$ cat src/rtl/bsg_test_addr_gen_pkg.sv
// Shared types and helpers for the bandwidth-test address generator.
package bsg_test_addr_gen_pkg;

  typedef enum logic [1:0] {
    SEQ    = 2'd0,
    STRIDE = 2'd1,
    RAND   = 2'd2,
    FIXED  = 2'd3
  } addr_gen_mode_e;

  typedef enum logic [1:0] {
    IDLE  = 2'd0,
    SEND  = 2'd1,
    DRAIN = 2'd2,
    DONE  = 2'd3
  } addr_gen_state_e;

  // Fibonacci feedback taps (bit i set = tap i+1). The top bit is always a tap,
  // which keeps the register invertible so a nonzero seed never reaches zero.
  function automatic logic [63:0] lfsr_taps(input int width);
    logic [63:0] taps;
    case (width)
      8:       taps = 64'h0000_00B8;
      9:       taps = 64'h0000_0110;
      10:      taps = 64'h0000_0240;
      11:      taps = 64'h0000_0500;
      12:      taps = 64'h0000_0829;
      13:      taps = 64'h0000_100D;
      14:      taps = 64'h0000_2015;
      15:      taps = 64'h0000_6000;
      16:      taps = 64'h0000_D008;
      32:      taps = 64'h8020_0003;
      default: taps = (64'd1 << (width - 1)) | (64'd1 << (width - 2));
    endcase
    return taps;
  endfunction

endpackage

$ cat src/rtl/bsg_test_addr_gen_lfsr.sv
// Seedable Fibonacci LFSR used for the random address pattern.
module bsg_lfsr
  import bsg_test_addr_gen_pkg::*;
#(
  parameter int          width_p = 16,
  parameter int unsigned seed_p  = 1
) (
  input  logic               clk,
  input  logic               reset,
  input  logic               load,
  input  logic               en,
  output logic [width_p-1:0] next_value
);

  localparam logic [width_p-1:0] taps = width_p'(lfsr_taps(width_p));
  localparam logic [width_p-1:0] seed = width_p'(seed_p);

  logic [width_p-1:0] state;

  // The value the register will hold after one step; the parent uses it directly.
  always_comb begin
    next_value = {state[width_p-2:0], ^(state & taps)};
  end

  // Reload the seed on reset or run start, otherwise step only when enabled.
  always_ff @(posedge clk) begin
    if (reset || load) begin
      state <= seed;
    end else if (en) begin
      state <= next_value;
    end
  end

endmodule

$ cat src/rtl/bsg_test_addr_gen.sv
// Request-stream generator: emits a bounded run of block-aligned channel
// addresses over valid/yumi, counts read responses, and times the run.
module bsg_test_addr_gen
  import bsg_test_addr_gen_pkg::*;
#(
  parameter int          channel_addr_width_p = 16,
  parameter int          num_request_p        = 4,
  parameter int          block_offset_p       = 6,
  parameter int unsigned lfsr_seed_p          = 1,
  parameter int          cycle_width_p        = 32
) (
  input  logic                            clk_i,
  input  logic                            reset_i,
  input  logic                            start_i,
  input  logic [1:0]                      mode_i,
  input  logic [channel_addr_width_p-1:0] stride_i,
  input  logic [channel_addr_width_p-1:0] base_addr_i,
  output logic                            v_o,
  output logic [channel_addr_width_p-1:0] ch_addr_o,
  input  logic                            yumi_i,
  input  logic                            dram_data_v_i,
  output logic                            busy_o,
  output logic                            done_o,
  output logic [cycle_width_p-1:0]        cycle_count_o
);

  localparam int aw    = channel_addr_width_p;
  localparam int cnt_w = $clog2(num_request_p + 1);

  localparam logic [cnt_w-1:0] num_req      = cnt_w'(num_request_p);
  localparam logic [cnt_w-1:0] num_req_m1   = cnt_w'(num_request_p - 1);
  localparam logic [aw-1:0]    block_inc    = aw'(1) << block_offset_p;
  localparam logic [aw-1:0]    addr_mask    = ~(block_inc - aw'(1));

  addr_gen_state_e    state, state_next;
  addr_gen_mode_e     mode_r;
  logic [aw-1:0]      stride_r;
  logic [aw-1:0]      addr_r;
  logic [aw-1:0]      addr_step;
  logic [aw-1:0]      lfsr_next;
  logic [cnt_w-1:0]   sent_r;
  logic [cnt_w-1:0]   recv_r;
  logic [cnt_w-1:0]   recv_next;
  logic [cycle_width_p-1:0] cycle_r;
  logic               start_run;
  logic               accept;
  logic               last_send;
  logic               running;

  assign running   = (state == SEND) || (state == DRAIN);
  assign start_run = start_i && ((state == IDLE) || (state == DONE));
  assign accept    = (state == SEND) && yumi_i;
  assign last_send = accept && (sent_r == num_req_m1);

  assign v_o           = (state == SEND);
  assign busy_o        = running;
  assign done_o        = (state == DONE);
  assign ch_addr_o     = addr_r;
  assign cycle_count_o = cycle_r;

  bsg_lfsr #(
    .width_p (aw),
    .seed_p  (lfsr_seed_p)
  ) lfsr (
    .clk        (clk_i),
    .reset      (reset_i),
    .load       (start_run),
    .en         (accept && (mode_r == RAND)),
    .next_value (lfsr_next)
  );

  // Saturating response count, including this cycle's response, so completion is seen without delay.
  always_comb begin
    recv_next = recv_r;
    if (running && dram_data_v_i && (recv_r != num_req)) begin
      recv_next = recv_r + cnt_w'(1);
    end
  end

  // Address that follows the current one when the downstream accepts it.
  always_comb begin
    addr_step = addr_r;
    case (mode_r)
      SEQ:     addr_step = addr_r + block_inc;
      STRIDE:  addr_step = (addr_r + stride_r) & addr_mask;
      RAND:    addr_step = lfsr_next & addr_mask;
      FIXED:   addr_step = addr_r;
      default: addr_step = addr_r;
    endcase
  end

  // Next-state decode; a final accept that coincides with the final response skips DRAIN.
  always_comb begin
    state_next = state;
    case (state)
      IDLE:    if (start_i) state_next = SEND;
      DONE:    if (start_i) state_next = SEND;
      SEND:    if (last_send) state_next = (recv_next == num_req) ? DONE : DRAIN;
      DRAIN:   if (recv_next == num_req) state_next = DONE;
      default: state_next = IDLE;
    endcase
  end

  // State register; reset aborts any run in flight.
  always_ff @(posedge clk_i) begin
    if (reset_i) begin
      state <= IDLE;
    end else begin
      state <= state_next;
    end
  end

  // Run configuration capture, address register and the three counters.
  always_ff @(posedge clk_i) begin
    if (reset_i) begin
      mode_r   <= SEQ;
      stride_r <= '0;
      addr_r   <= '0;
      sent_r   <= '0;
      recv_r   <= '0;
      cycle_r  <= '0;
    end else if (start_run) begin
      mode_r   <= addr_gen_mode_e'(mode_i);
      stride_r <= stride_i;
      addr_r   <= base_addr_i & addr_mask;
      sent_r   <= '0;
      recv_r   <= '0;
      cycle_r  <= '0;
    end else begin
      if (accept) begin
        sent_r <= sent_r + cnt_w'(1);
        addr_r <= addr_step;
      end
      recv_r <= recv_next;
      if (running && (cycle_r != '1)) begin
        cycle_r <= cycle_r + cycle_width_p'(1);
      end
    end
  end

endmodule
$ cat config.mk
export PLATFORM = sky130hd
export DESIGN_NAME = bsg_test_addr_gen
export DESIGN_NICKNAME = d
export VERILOG_FILES = /design/src/rtl/bsg_test_addr_gen_pkg.sv /design/src/rtl/bsg_test_addr_gen_lfsr.sv /design/src/rtl/bsg_test_addr_gen.sv
export SDC_FILE = /design/constraint.sdc
export NUM_CORES = 1
export LEC_CHECK = 0
export ABC_AREA = 1
export CORE_MARGIN = 2
export CORE_UTILIZATION = 55
export CTS_BUF_LIST = sky130_fd_sc_hd__clkbuf_16
export CTS_CLUSTER_DIAMETER = 120
export DETAILED_ROUTE_END_ITERATION = 8
export HOLD_SLACK_MARGIN = 0.05
export PLACE_DENSITY = 0.82
export SYNTH_ARGS = -nofsm -noshare
export SYNTH_HDL_FRONTEND = slang
export SYNTH_SLANG_ARGS = --single-unit
$ cat constraint.sdc
create_clock -name clk_i -period 2.94 [get_ports clk_i]
set_input_delay 0.588 -clock clk_i [delete_from_list [all_inputs] [get_ports clk_i]]
set_output_delay 0.588 -clock clk_i [all_outputs]
set_load 0.02 [all_outputs]
==> results.cfg <==
; synthesis and place-and-route metrics
[status]
status = finished, final reports clean

[sta]
setup_tns_ns = 0
setup_viol = 0
fmax_ghz = 0.400
finalHoldWorstSlack_ns = 0.458
drv_slew = 0
fin_crit_sh_pct = 84.9

[route]
firstDrtPassIters = 5
vias = 5495
final_antenna_net_count = 0
routed_via_density = 5.10

[flow_run]
warning_count = 37

[power]
p_int_mw = 2.60
power_leader = combinational logic
p_seq_share_pct = 34.0
p_total_mw = 4.39
p_per_area_mw_per_mm2 = 652

[floorplan]
core_util_floorplan_pct = 56.4
core-area_mm2 = 0.00977
pin_count = 90
num_rows = 36
die-area_mm2 = 0.0108
die_w_um = 104

[synthesis]
synthFlopType = dfxtp_1
avgSynthCellArea_um2 = 6.39
xor_share_pct = 4.92
yosys.area.top_type = dfxtp_1
ys_top_cells_by_count = nand2_1, inv_1, nor2_1, dfxtp_1, a21oi_1
syn_area_mm2 = 0.00551
synthDominantCellAreaShare_pct = 32.7
logic_family = simple AND/OR/NAND/NOR gates
ys_sh_mux_pct = 0
edf_count = 0
ys_seq_share_pct = 32.7
ys_sh_aoi_pct = 13.6
ys_cells = 863

[cts]
clkTransAtPathRegs_ns = 0.06
clk_path_buf_depth = 2
cts_tree = built
h-tree-depth = 3
cts_resized = 0
postCtsHoldBufs = 0
cts_setup_buffers = 0
cts.sinks = 90

[setup_path]
cp-start-kind = flop
crit_fanout = 5
required_ns = 2.35

[min_path]
holdCritPathClass = flop to flop

[grt]
grt_use_total_pct = 26.6
grt_max_degree = 32
grt-ovfl-total = 0

[finish]
final_nets = 1005
largest_reg_flops = 32
fillers = 882
layer usage:
metal	up-vias	global-route usage [%]	share of wire (%)
met2	134	46.5	49
met1	2457	32.4	44
met5	-	0	0
li1	2871	-	-
met3	33	3.38	4.1
met4	0	12.5	3.2
layout by cell type (no fill, tap or decap), types with 8 or more instances in the layout:
| master | Yosys | routed |
|---|---|---|
| a21oi_1 | 76 | 76 |
| nand3_1 | 27 | 27 |
| clkdlybuf4s50_1 | 0 | 83 |
| nor2_1 | 95 | 95 |
| ha_1 | 26 | 26 |
| nand4_1 | 8 | 8 |
| inv_1 | 105 | 105 |
| xnor2_1 | 9 | 9 |
| a21oi_2 | 9 | 9 |
| clkbuf_16 | 0 | 9 |
| nand2_1 | 275 | 275 |
| o21ai_0 | 43 | 43 |
| nor3_1 | 19 | 19 |
| xor2_1 | 22 | 22 |
| dfxtp_1 | 90 | 90 |
| buf_4 | 1 | 8 |
| nand2_2 | 8 | 8 |
critical path, stage by stage, from the launching register on:
cell,delay (ns)
dfxtp_1,0.36
inv_1,0.07
ha_1,0.30
inv_1,0.18
clkdlybuf4s50_1,0.65
final timing paths:
| path | slack, ns | to | startpoint | cells after the start |
|---|---|---|---|---|
| max | 0.44 | busy_o | state[0] | 4 |
| min | 0.46 | lfsr.state[5] | lfsr.state[4] | 2 |
| min reg2reg | 0.46 | lfsr.state[5] | lfsr.state[4] | 2 |
| max reg2reg | 0.92 | cycle_count_o[5] | cycle_count_o[0] | 9 |
cell type report:
class | count | area, um^2 | area share, %
clock inverters | 6 | 66.3 | 0.986
flip-flops and latches | 90 | 1800 | 26.8
multi-input cells | 641 | 3170 | 47.2
well taps | 133 | 166 | 2.47
inverters | 107 | 402 | 5.97
repair buffers | 91 | 891 | 13.2
clock buffers | 9 | 225 | 3.35
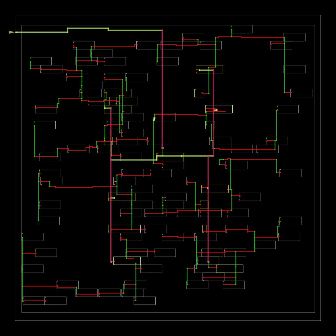
Fig. 1. Clock wiring as the flow saved it.
clock buf count: 9
Worst-Skew Late Latency: 0.34 ns

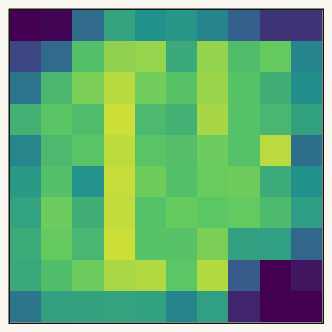
Fig. 2. Local utilization.
Drawn at 3 px/um. 10 x 10 tiles, from dark purple (low) to yellow (high), 0 to 100% covered.
- mean over tiles: 61%
- nearly empty tiles: 5.0%
- tiles over 75% full: 28%
- fullest tile: 92%
- emptiest ninth of the die: lower right

